Run 1, metal 1:
Scale bar: 20 µm. Supply wires on this layer in grey.
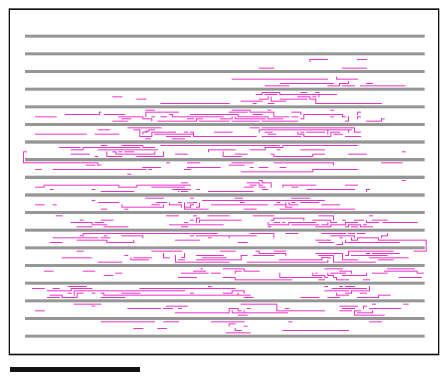
Run 1, gate families picked out:
Scale bar: 20 µm.
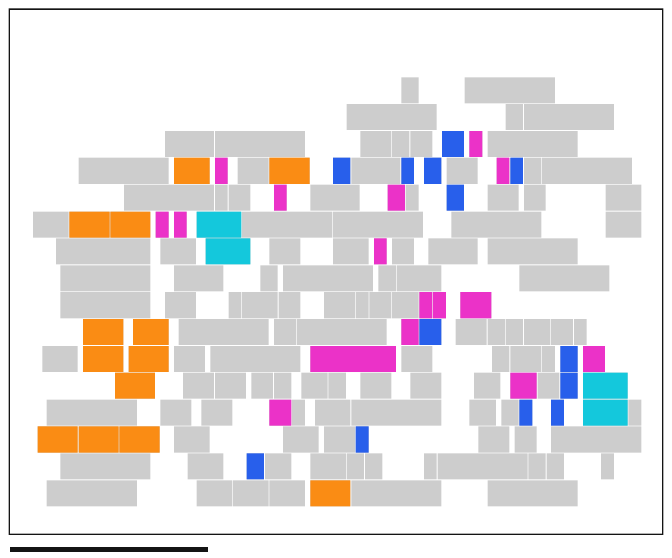
Run 1, metal 3:
Scale bar: 20 µm.
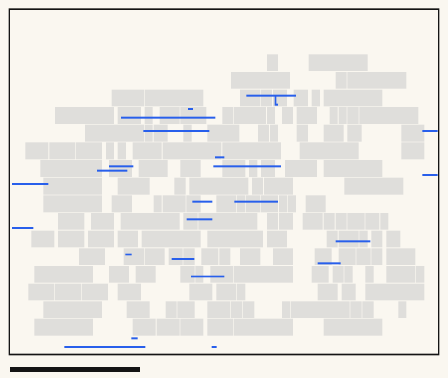
### config.mk
export PLATFORM = sky130hd
export DESIGN_NAME = uart_tx_axis
export DESIGN_NICKNAME = d
export VERILOG_FILES = /design/src/rtl/uart_tx_axis.sv
export SDC_FILE = /design/constraint.sdc
export NUM_CORES = 1
export LEC_CHECK = 0
export ABC_CLOCK_PERIOD_IN_PS = 3000
export CAP_MARGIN = 20
export CORE_AREA = 2 2 64 51
export DETAILED_ROUTE_END_ITERATION = 10
export DIE_AREA = 0 0 66 53
export PLACE_DENSITY = 0.81
export SLEW_MARGIN = 40
export SYNTH_ARGS = -nofsm -noshare
export SYNTH_HDL_FRONTEND = slang
export SYNTH_SLANG_ARGS = --single-unit
### constraint.sdc
create_clock -name clk -period 3 [get_ports clk]
set_input_delay 0.6 -clock clk [delete_from_list [all_inputs] [get_ports clk]]
set_output_delay 0.6 -clock clk [all_outputs]
set_load 0.01 [all_outputs]
### src/rtl/uart_tx_axis.sv
// UART transmitter fed by an AXI-Stream byte interface: start, DATA_BITS LSB-first, optional parity, stop.
// Define UART_TX_TWO_STOP_EN to send two stop bits per frame instead of one.
`timescale 1ns/1ps

module uart_tx_axis #(
  parameter int    CLK_FREQ  = 50_000_000,
  parameter int    BAUD      = 115200,
  parameter int    DATA_BITS = 8,
  parameter string PARITY    = "even"
) (
  input  logic                 clk,
  input  logic                 rst,
  input  logic [DATA_BITS-1:0] s_axis_tdata,
  input  logic                 s_axis_tvalid,
  output logic                 s_axis_tready,
  output logic                 tx,
  output logic                 busy,
  output logic                 tx_done
);

  localparam int BAUD_DIV = CLK_FREQ / BAUD;
  localparam int CNT_W    = $clog2(BAUD_DIV);
  localparam bit PAR_EN   = (PARITY != "none");
  localparam bit PAR_ODD  = (PARITY == "odd");
`ifdef UART_TX_TWO_STOP_EN
  localparam int STOP_BITS = 2;
`else
  localparam int STOP_BITS = 1;
`endif
  localparam logic [CNT_W-1:0] BAUD_LAST = CNT_W'(BAUD_DIV - 1);
  localparam logic [3:0]       DATA_LAST = 4'(DATA_BITS - 1);
  localparam logic [3:0]       STOP_LAST = 4'(STOP_BITS - 1);

  typedef enum logic [2:0] {
    IDLE     = 3'd0,
    START    = 3'd1,
    DATA     = 3'd2,
    PARITY_S = 3'd3,
    STOP     = 3'd4
  } state_t;

  state_t               state, state_d;
  logic [CNT_W-1:0]     baud_cnt, baud_cnt_d;
  logic [3:0]           bit_cnt, bit_cnt_d;
  logic [DATA_BITS-1:0] shift, shift_d;
  logic                 parity_bit, parity_d;
  logic                 tx_d, busy_d, done_d;
  logic                 handshake;
  logic                 baud_end;

  assign s_axis_tready = (state == IDLE) && !rst;
  assign handshake     = s_axis_tvalid && s_axis_tready;
  assign baud_end      = (baud_cnt == BAUD_LAST);

  // Line outputs are registered from the current state, so they trail the state by one clock.
  always_ff @(posedge clk or posedge rst) begin
    if (rst) begin
      state      <= IDLE;
      baud_cnt   <= '0;
      bit_cnt    <= '0;
      shift      <= '0;
      parity_bit <= 1'b0;
      tx         <= 1'b1;
      busy       <= 1'b0;
      tx_done    <= 1'b0;
    end else begin
      state      <= state_d;
      baud_cnt   <= baud_cnt_d;
      bit_cnt    <= bit_cnt_d;
      shift      <= shift_d;
      parity_bit <= parity_d;
      tx         <= tx_d;
      busy       <= busy_d;
      tx_done    <= done_d;
    end
  end

  always_comb begin
    state_d    = state;
    baud_cnt_d = baud_cnt;
    bit_cnt_d  = bit_cnt;
    shift_d    = shift;
    parity_d   = parity_bit;
    case (state)
      IDLE: begin
        baud_cnt_d = '0;
        bit_cnt_d  = '0;
        if (handshake) begin
          shift_d  = s_axis_tdata;
          parity_d = PAR_ODD ? ~^s_axis_tdata : ^s_axis_tdata;
          state_d  = START;
        end
      end
      START: begin
        if (baud_end) begin
          baud_cnt_d = '0;
          state_d    = DATA;
        end else begin
          baud_cnt_d = baud_cnt + CNT_W'(1);
        end
      end
      DATA: begin
        if (baud_end) begin
          baud_cnt_d = '0;
          shift_d    = shift >> 1;
          if (bit_cnt == DATA_LAST) begin
            bit_cnt_d = '0;
            state_d   = PAR_EN ? PARITY_S : STOP;
          end else begin
            bit_cnt_d = bit_cnt + 4'd1;
          end
        end else begin
          baud_cnt_d = baud_cnt + CNT_W'(1);
        end
      end
      PARITY_S: begin
        if (baud_end) begin
          baud_cnt_d = '0;
          state_d    = STOP;
        end else begin
          baud_cnt_d = baud_cnt + CNT_W'(1);
        end
      end
      STOP: begin
        // bit_cnt is reused here to count stop bits
        if (baud_end) begin
          baud_cnt_d = '0;
          if (bit_cnt == STOP_LAST) begin
            bit_cnt_d = '0;
            state_d   = IDLE;
          end else begin
            bit_cnt_d = bit_cnt + 4'd1;
          end
        end else begin
          baud_cnt_d = baud_cnt + CNT_W'(1);
        end
      end
      default: begin
        state_d    = IDLE;
        baud_cnt_d = '0;
        bit_cnt_d  = '0;
      end
    endcase
  end

  always_comb begin
    tx_d   = 1'b1;
    busy_d = 1'b0;
    done_d = 1'b0;
    case (state)
      START: begin
        tx_d   = 1'b0;
        busy_d = 1'b1;
      end
      DATA: begin
        tx_d   = shift[0];
        busy_d = 1'b1;
      end
      PARITY_S: begin
        tx_d   = parity_bit;
        busy_d = 1'b1;
      end
      STOP: begin
        busy_d = 1'b1;
        done_d = baud_end && (bit_cnt == STOP_LAST);
      end
      default: begin
        tx_d   = 1'b1;
        busy_d = 1'b0;
      end
    endcase
  end

endmodule

==> impl_metrics.ini, run 1 <==
; flow metrics
[yosys]
topCellsByArea = dfrtp_1, mux2_2, xnor2_1
ys.flop_type = dfrtp_1
netlist_area_um2 = 1490
adder_share_pct = 3.36
top_area_share_pct = 45.4
postSynthNetCount = 157
synth_stat.cells = 142
synth-seq-cells = 28

[power_and_ir_drop]
power_frac_seq_pct = 57.7
comb_power_share_pct = 7.3
p_int_w = 0.000522
p_seq_w = 0.000379
pg_comb_w = 0.0000481
clkPwrFrac_pct = 35.0

[clock_tree]
tritoncts = yes
clk_pin_slew_worst_paths_ns = 0.09
clk_latency_ns = 0.28
ctsHoldBuffers = 0

[worst_setup_path]
path_delay_family = buffers and inverters
startpoint = rst
cp_data_required_time_ns = 2.40
crit_buf_inv = 2
cp.depth = 3
crit_type = input port to output port
cp_data_arrival_time_ns = 1.87

[place]
preCtsSetupSlack_ns = 0.504

[timing]
finalSetupViolCount = 0

[layout]
layout_top_cells = dfrtp_1, clkdlybuf4s50_1, mux2_2, o21ai_0, xnor2_1
seq_share_pct = 40.6
nNetsFinal = 173
max_flop_register = baud_cnt

[floorplan]
dieHeight_um = 53

[grt]
grt_pass1_vias = 1104

[worst_hold_path]
whs_endpoint = bit_cnt[3]$_DFFE_PP0P_

[run_status]
status = complete, no violations
## Picture notes: 'metal 1'
- share of all routed wire: 45%
- main direction: horizontal
- nets with wire on the layer: 153
- longest straight run: 22.5 µm
- wire length on this layer: 1340 µm
final WL: 3.00 mm
grt met1 use: 24.0%
total number of vias: 1099

## Picture notes: 'gate families picked out'
- magenta: NOR gates (cells 16; most used nor2_1)
- orange: multiplexers (cells 13; most used mux2_2)
- blue: NAND gates (cells 13; most used nand3_1)
- cyan: adder and majority cells (cells 4; most used ha_1)
Layout Cells excl Fill: 195
logic share of the area: 41.9%
dominant logic cell type in the layout: dfrtp_1

## Picture notes: 'metal 3'
- main direction: horizontal
- wire length on this layer: 108 µm
- nets with wire on the layer: 16
M3 GR Usage: 4.68%

==> run 2, diff against run 1 <==
--- a/config.mk
+++ b/config.mk
@@ -5,7 +5,7 @@
 export SDC_FILE = /design/constraint.sdc
 export NUM_CORES = 1
 export LEC_CHECK = 0
-export ABC_CLOCK_PERIOD_IN_PS = 3000
+export ABC_CLOCK_PERIOD_IN_PS = 2300
 export CAP_MARGIN = 20
 export CORE_AREA = 2 2 64 51
 export DETAILED_ROUTE_END_ITERATION = 10
==> constraint.sdc (replaced) <==
create_clock -name clk -period 2.3 [get_ports clk]
set_input_delay 0.46 -clock clk [delete_from_list [all_inputs] [get_ports clk]]
set_output_delay 0.46 -clock clk [all_outputs]
set_load 0.01 [all_outputs]
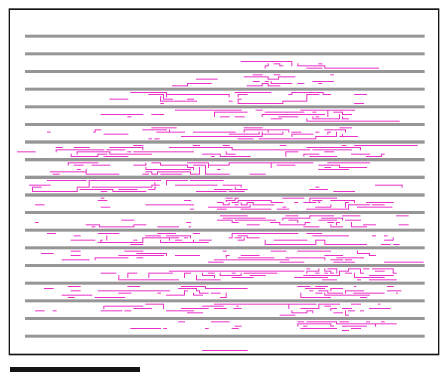
Run 2: metal 1
Scale bar: 20 µm. Supply wires on this layer in grey.
- nets with wire on the layer: 160
- share of all routed wire: 45%
- main direction: horizontal
- wire length on this layer: 1340 µm
total number of vias: 1111
final WL: 2.96 mm
grt met1 use: 25.0%

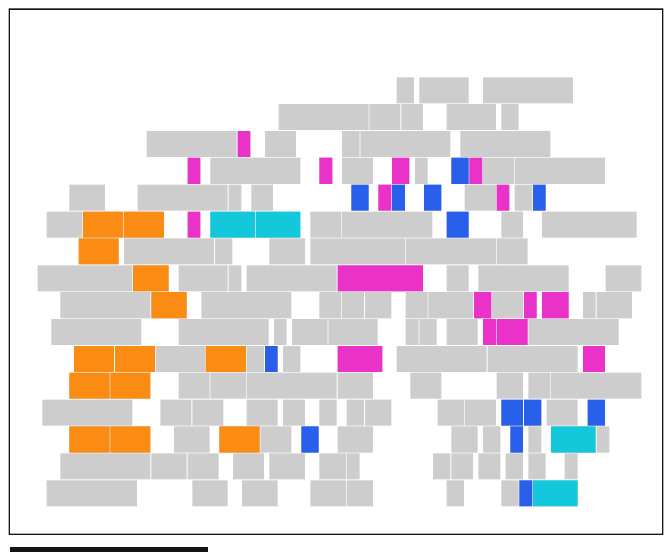
Run 2: gate families picked out
Scale bar: 20 µm.
- blue: NAND gates (cells 13; most used nand3_1)
- magenta: NOR gates (cells 16; most used nor2_1)
- orange: multiplexers (cells 13; most used mux2_2)
- cyan: adder and majority cells (cells 4; most used ha_1)
logic share of the area: 41.9%
Layout Cells excl Fill: 196

==> impl_metrics.ini, run 2 <==
; flow metrics
[run_status]
status = complete, no violations

[floorplan]
tapCellCount = 38
dieHeight_um = 53

[clock_tree]
h-tree-depth = 1
clk_pin_slew_worst_paths_ns = 0.10
ctsHoldBuffers = 0
clk_latency_ns = 0.28
tritoncts = yes
ctsResizeCount = 1
numCtsBuffers = 3

[worst_setup_path]
path_delay_family = buffers and inverters
cp_data_arrival_time_ns = 1.75
critPathCapture = s_axis_tready
crit_chain = nor4_2 > clkdlybuf4s50_1
cp_slowest_stage_delay_ns = 0.60
worstReg2RegStart = baud_cnt[3]$_DFF_PP0_
crit_type = register to output port
crit_buf_inv = 1
cp_data_required_time_ns = 1.84
startpoint = state[2]$_DFFE_PP0P_

[power_and_ir_drop]
clkPwrFrac_pct = 35.4
p_int_w = 0.000681
comb_power_share_pct = 7.2
power_leakage_nw = 0.726
vdd_drop_max_mv = 0.345
power_frac_seq_pct = 57.4
p_seq_w = 0.000494
pg_comb_w = 0.0000619

[yosys]
adder_share_pct = 3.36
synth-seq-cells = 28
topCellsByArea = dfrtp_1, mux2_2, xnor2_1
synth_stat.cells = 142
postSynthNetCount = 157
top_area_share_pct = 45.4
netlist_area_um2 = 1490
ys.flop_type = dfrtp_1

[layout]
clk_share_pct = 3.15
lay_top_count = dfrtp_1
layout_top_cells = dfrtp_1, clkdlybuf4s50_1, mux2_2, o21ai_0, xnor2_1
seq_share_pct = 40.3
max_flop_register = baud_cnt
nNetsFinal = 174

[grt]
grt_pass1_vias = 1111
met3_usage_pct = 4.68
met2_usage_pct = 37.9

[timing]
finalSetupViolCount = 0
fin_tns_setup_ns = 0

[worst_hold_path]
hp-class = register to register
whs_endpoint = baud_cnt[0]$_DFF_PP0_

[place]
preCtsSetupSlack_ns = 0.0275
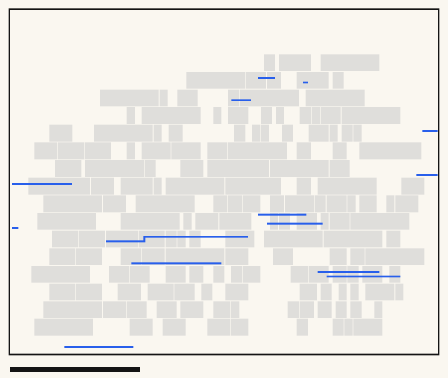
Run 2: metal 3
Scale bar: 20 µm.
- nets with wire on the layer: 11
- wire length on this layer: 102 µm
- main direction: horizontal
- longest straight run: 15.9 µm

